--- src/rtl/comp_scan_pkg.sv ---
// Shared types and helpers for the comparator scan controller.
// Build option: define COMP_DEBOUNCE_EN to insert a per-bit debouncer
// between the synchroniser and the bank snapshot.
package comp_scan_pkg;

  // Width of one comparator bank
  localparam int COMP_W = 5;

  // Widest bank vector the slicing helper accepts (banks beyond this are unsupported)
  localparam int MAX_BANKS = 32;

  // Scan sequencer states
  typedef enum logic [1:0] {
    IDLE  = 2'd0,
    SHOW  = 2'd1,
    BLANK = 2'd2
  } scan_state_t;

  // Pick bank k out of a flattened, zero-padded vector of banks
  function automatic logic [COMP_W-1:0] bank_slice(
    input logic [COMP_W*MAX_BANKS-1:0] flat,
    input int                          k
  );
    return flat[k*COMP_W +: COMP_W];
  endfunction

endpackage

--- src/rtl/comp_debounce.sv ---
// Single-bit debouncer: the accepted value only follows the input after the
// input has disagreed with it for DEBOUNCE_CYCLES consecutive clocks.
// Instantiated only in builds with COMP_DEBOUNCE_EN defined.
module comp_debounce #(
  parameter int DEBOUNCE_CYCLES = 16
) (
  input  logic clk,
  input  logic rst_n,
  input  logic din,
  output logic dout
);

  localparam int CW = $clog2(DEBOUNCE_CYCLES + 1);

  logic [CW-1:0] cnt_reg;
  logic          dout_reg;

  // Count consecutive disagreeing cycles; flip the accepted value on the last one
  always_ff @(posedge clk or negedge rst_n) begin
    if (!rst_n) begin
      cnt_reg  <= '0;
      dout_reg <= 1'b0;
    end else if (din == dout_reg) begin
      cnt_reg  <= '0;
    end else if (cnt_reg == CW'(DEBOUNCE_CYCLES - 1)) begin
      dout_reg <= din;
      cnt_reg  <= '0;
    end else begin
      cnt_reg  <= cnt_reg + 1'b1;
    end
  end

  assign dout = dout_reg;

endmodule

--- src/rtl/comp_scan_ctrl.sv ---
// Time-shares one comparator-count 7-segment decoder across NUM_DIGITS banks.
// Each bank is synchronised (2 flops), optionally debounced, then snapshotted.
// A SHOW/BLANK sequencer walks the banks; the bank word is presented on
// dec_comps one cycle before its digit enable goes active.
// Build option: define COMP_DEBOUNCE_EN to add comp_debounce on every bit.
module comp_scan_ctrl
  import comp_scan_pkg::*;
#(
  parameter int NUM_DIGITS      = 4,
  parameter int SCAN_DIV        = 50000,
  parameter int BLANK_CYCLES    = 8,
  parameter int DEBOUNCE_CYCLES = 16
) (
  input  logic                          clk,
  input  logic                          rst_n,
  input  logic                          enable,
  input  logic                          hold,
  input  logic [NUM_DIGITS*COMP_W-1:0]  comps_in,
  output logic [COMP_W-1:0]             dec_comps,
  output logic [NUM_DIGITS-1:0]         dig_en_n,
  output logic [$clog2(NUM_DIGITS)-1:0] digit_idx
);

  localparam int IW      = $clog2(NUM_DIGITS);
  localparam int BW      = NUM_DIGITS * COMP_W;
  localparam int CNT_MAX = (SCAN_DIV > BLANK_CYCLES) ? SCAN_DIV : BLANK_CYCLES;
  localparam int CW      = $clog2(CNT_MAX);

  // Parameter sanity: elaborates to nothing, but documents the legal ranges
  if (NUM_DIGITS > MAX_BANKS || DEBOUNCE_CYCLES < 1) begin : g_param_out_of_range
  end

  logic [BW-1:0]               sync1_reg;
  logic [BW-1:0]               sync2_reg;
  logic [BW-1:0]               filt;
  logic [BW-1:0]               snap_reg;
  logic [COMP_W*MAX_BANKS-1:0] snap_flat;

  scan_state_t     state_reg, state_next;
  logic [CW-1:0]   cnt_reg, cnt_next;
  logic [IW-1:0]   idx_reg, idx_next;

  logic [COMP_W-1:0]     dec_comps_reg;
  logic [NUM_DIGITS-1:0] dig_en_n_reg;

  // Two-flop synchroniser on every comparator bit
  always_ff @(posedge clk or negedge rst_n) begin
    if (!rst_n) begin
      sync1_reg <= '0;
      sync2_reg <= '0;
    end else begin
      sync1_reg <= comps_in;
      sync2_reg <= sync1_reg;
    end
  end

`ifdef COMP_DEBOUNCE_EN
  // One debouncer per synchronised bit
  for (genvar gi = 0; gi < BW; gi++) begin : g_deb
    comp_debounce #(
      .DEBOUNCE_CYCLES(DEBOUNCE_CYCLES)
    ) u_deb (
      .clk  (clk),
      .rst_n(rst_n),
      .din  (sync2_reg[gi]),
      .dout (filt[gi])
    );
  end
`else
  assign filt = sync2_reg;
`endif

  // Snapshot follows the filtered inputs unless frozen by hold
  always_ff @(posedge clk or negedge rst_n) begin
    if (!rst_n) begin
      snap_reg <= '0;
    end else if (!hold) begin
      snap_reg <= filt;
    end
  end

  // Zero-pad the snapshot to the helper's fixed width
  always_comb begin
    snap_flat         = '0;
    snap_flat[BW-1:0] = snap_reg;
  end

  // Sequencer state, dwell counter and bank index
  always_ff @(posedge clk or negedge rst_n) begin
    if (!rst_n) begin
      state_reg <= IDLE;
      cnt_reg   <= '0;
      idx_reg   <= '0;
    end else begin
      state_reg <= state_next;
      cnt_reg   <= cnt_next;
      idx_reg   <= idx_next;
    end
  end

  // Next-state: dropping enable always returns to IDLE at digit 0
  always_comb begin
    state_next = state_reg;
    cnt_next   = cnt_reg;
    idx_next   = idx_reg;
    if (!enable) begin
      state_next = IDLE;
      cnt_next   = '0;
      idx_next   = '0;
    end else begin
      unique case (state_reg)
        IDLE: begin
          state_next = SHOW;
          cnt_next   = '0;
          idx_next   = '0;
        end
        SHOW: begin
          if (cnt_reg == CW'(SCAN_DIV - 1)) begin
            state_next = BLANK;
            cnt_next   = '0;
          end else begin
            cnt_next   = cnt_reg + 1'b1;
          end
        end
        BLANK: begin
          if (cnt_reg == CW'(BLANK_CYCLES - 1)) begin
            state_next = SHOW;
            cnt_next   = '0;
            idx_next   = (idx_reg == IW'(NUM_DIGITS - 1)) ? '0 : idx_reg + 1'b1;
          end else begin
            cnt_next   = cnt_reg + 1'b1;
          end
        end
        default: begin
          state_next = IDLE;
          cnt_next   = '0;
          idx_next   = '0;
        end
      endcase
    end
  end

  // Output registers: dec_comps tracks the upcoming state, while the digit
  // enable tracks the current one, so segments settle a cycle before the
  // digit lights; enable=0 kills the digit on the very next edge.
  always_ff @(posedge clk or negedge rst_n) begin
    if (!rst_n) begin
      dec_comps_reg <= '0;
      dig_en_n_reg  <= '1;
    end else begin
      dec_comps_reg <= (state_next == IDLE) ? '0 : bank_slice(snap_flat, int'(idx_next));
      dig_en_n_reg  <= (enable && state_reg == SHOW) ?
                       ~(NUM_DIGITS'(1) << idx_reg) : '1;
    end
  end

  assign dec_comps = dec_comps_reg;
  assign dig_en_n  = dig_en_n_reg;
  assign digit_idx = idx_reg;

endmodule

--- config.mk ---
export PLATFORM = sky130hd
export DESIGN_NAME = comp_scan_ctrl
export DESIGN_NICKNAME = d
export VERILOG_FILES = /design/src/rtl/comp_scan_pkg.sv /design/src/rtl/comp_debounce.sv /design/src/rtl/comp_scan_ctrl.sv
export SDC_FILE = /design/constraint.sdc
export NUM_CORES = 1
export LEC_CHECK = 0
export CORE_MARGIN = 2
export CORE_UTILIZATION = 40
export CTS_CLUSTER_DIAMETER = 120
export DETAILED_ROUTE_END_ITERATION = 16
export SLEW_MARGIN = 0
export SYNTH_ARGS = -nofsm -noshare
export SYNTH_HDL_FRONTEND = slang
export SYNTH_SLANG_ARGS = --single-unit
--- constraint.sdc ---
create_clock -name clk -period 5.2 [get_ports clk]
set_input_delay 0.52 -clock clk [delete_from_list [all_inputs] [get_ports clk]]
set_output_delay 0.52 -clock clk [all_outputs]
set_load 0.01 [all_outputs]
Fig. 1: the metal 1 layer
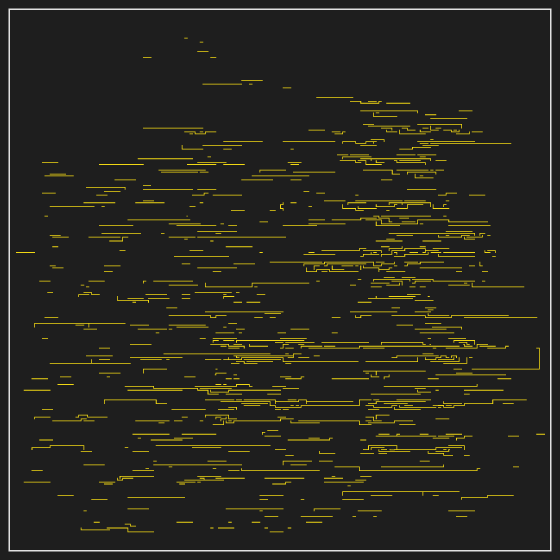
The layer holds 46% of the routed length. The layer carries 2,450 µm of wire. The longest straight run is 20.9 µm.
Vias: 1,943
met1 usage: 17.23%
Post-Route WL: 5350 µm

Fig. 2: wiring heat map
Bar = 20 µm. 19 x 19 tiles, from dark blue (low) to red (high), scaled to the fullest tile. Values are wire area over tile area, all layers added.
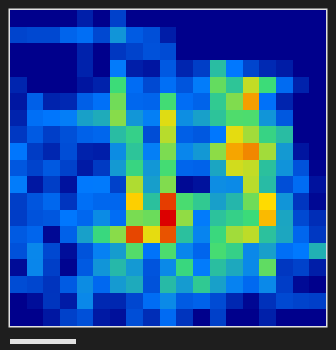
The emptiest ninth of the die: north-west. The fullest tile reaches 0.40. The mean over all tiles is 0.091. 21% of the tiles are nearly empty.
gr usage total: 13.45%
wire length per cell: 13.38 µm

Fig. 3: clock routing
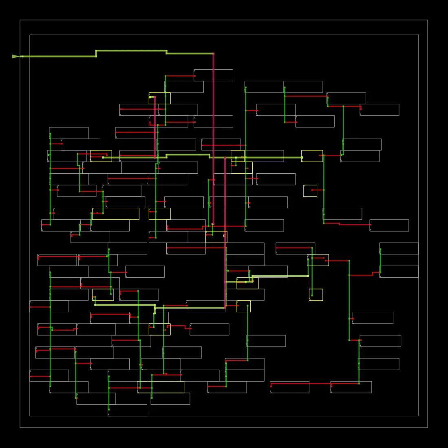
CTS Buf Count: 9
Late-Pin Clk Latency: 0.35 ns
Clock Skews: 0.006362 ns

Fig. 4: placed cells, one colour a class
Fill, decap, tap and diode cells in grey.
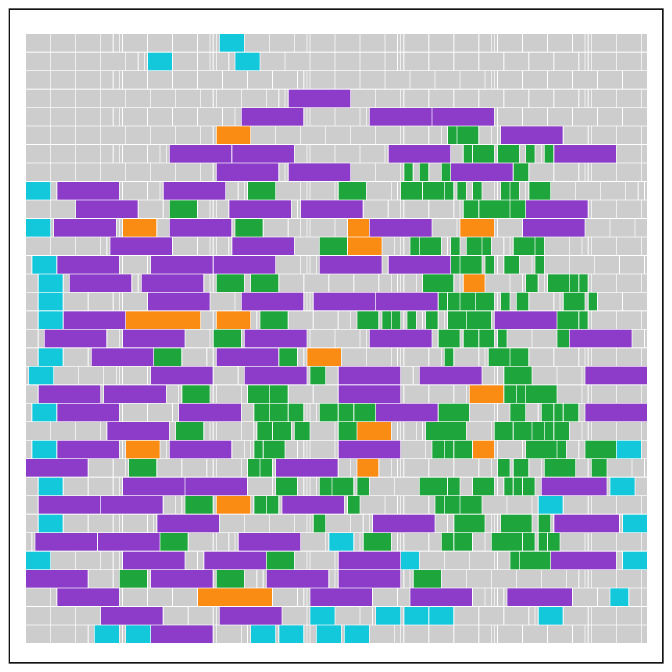
Green marks combinational and other logic, cells 155, share of their area 28%. Purple marks flops, cells 89, share of their area 57%. Cyan marks other buffers and delay cells, cells 35, share of their area 8.8%. Orange marks clock drivers and dummy loads, cells 16, share of their area 6.0%.
Final Util: 49.20%
# rows: 33
fin area: 0.004043 mm²
Core Footprint: 0.008217 mm²

==> impl_metrics.json <==
{
  "outcome": "complete, no violations",
  "worst_slew_pin_slew_ns": 0.8959,
  "chipArea_mm2": 0.009209,
  "sh_seq_area_pct": 55.22,
  "rr_endpoint": "dec_comps[1]$_DFF_PN0_",
  "fin_crit_ns": 2.543,
  "io_buffers": 34,
  "path_clk_slew_ns": 0.09,
  "synthSimpleGateAreaFrac_pct": 10.61,
  "grt_max_degree": 59,
  "hold_buffers": 0,
  "drtIter0Drc": 95,
  "max_freq_mhz": 393.2,
  "total_power_uw": 1371,
  "wl_met2_um": 2580,
  "crit_type": "flip-flop to flip-flop",
  "overflow": 0,
  "top_cells_by_count": "dfrtp_1, nor2_1, mux2_2, o21ai_0, nand2_1",
  "fa_ha_area_share_pct": 3.328,
  "syn_area_mm2": 0.003383,
  "comb_area_share_pct": 26.34,
  "clkCellAreaFrac_pct": 5.757,
  "root_buffer": "clkbuf_8",
  "cts_tree": "done",
  "setup-tns-final_ns": 0,
  "drt_pass1_iterations": 4,
  "top_logic_kind": "simple AND/OR/NAND/NOR gates",
  "cts_setup_buffers": 0,
  "dp_cells": 384,
  "logic_area_mm2": 0.001065,
  "dr_wl_met3_um": 229,
  "ff_count": 89,
  "cts_sinks": 89,
  "cap_violations": 0,
  "top_layer": "met4",
  "mostFrequentLayoutCell": "dfrtp_1",
  "largest_class": "flip-flops and latches",
  "met1_length_um": 2450,
  "synth_cells": 251,
  "start_kind": "flip-flop",
  "yosysCellCount": 251,
  "top_cells_by_area": "dfrtp_1, mux2_2, ha_1, dfstp_2, nor2_1",
  "hold_slack_ns": 0.09150,
  "flop_cell": "dfrtp_1"
}
==> worst register-to-register path: cells and delay by family, from the launching register on <==
family	cells	cell delay (ns)
adder cells (fa/ha/maj)	1	0.23
flip-flops	1	0.39
AND/OR/NAND/NOR	3	0.80
AND-OR/OR-AND	3	1.03
==> layer usage <==
metal | up-vias | global-route usage, %
met5 | - | 0
met2 | 31 | 20.75
met3 | 8 | 5.090
met1 | 958 | 17.23
met4 | 0 | 5.238
li1 | 946 | -
==> power by group <==
part / switching [µW] / internal [µW] / leakage [µW]
Sequential: 17.4 / 729 / 0.00109
Combinational: 42.1 / 46.8 / 0.000470
Clock: 246 / 290 / 0.000118
Power figures rest on the tool's default switching activity, not on a simulated workload.
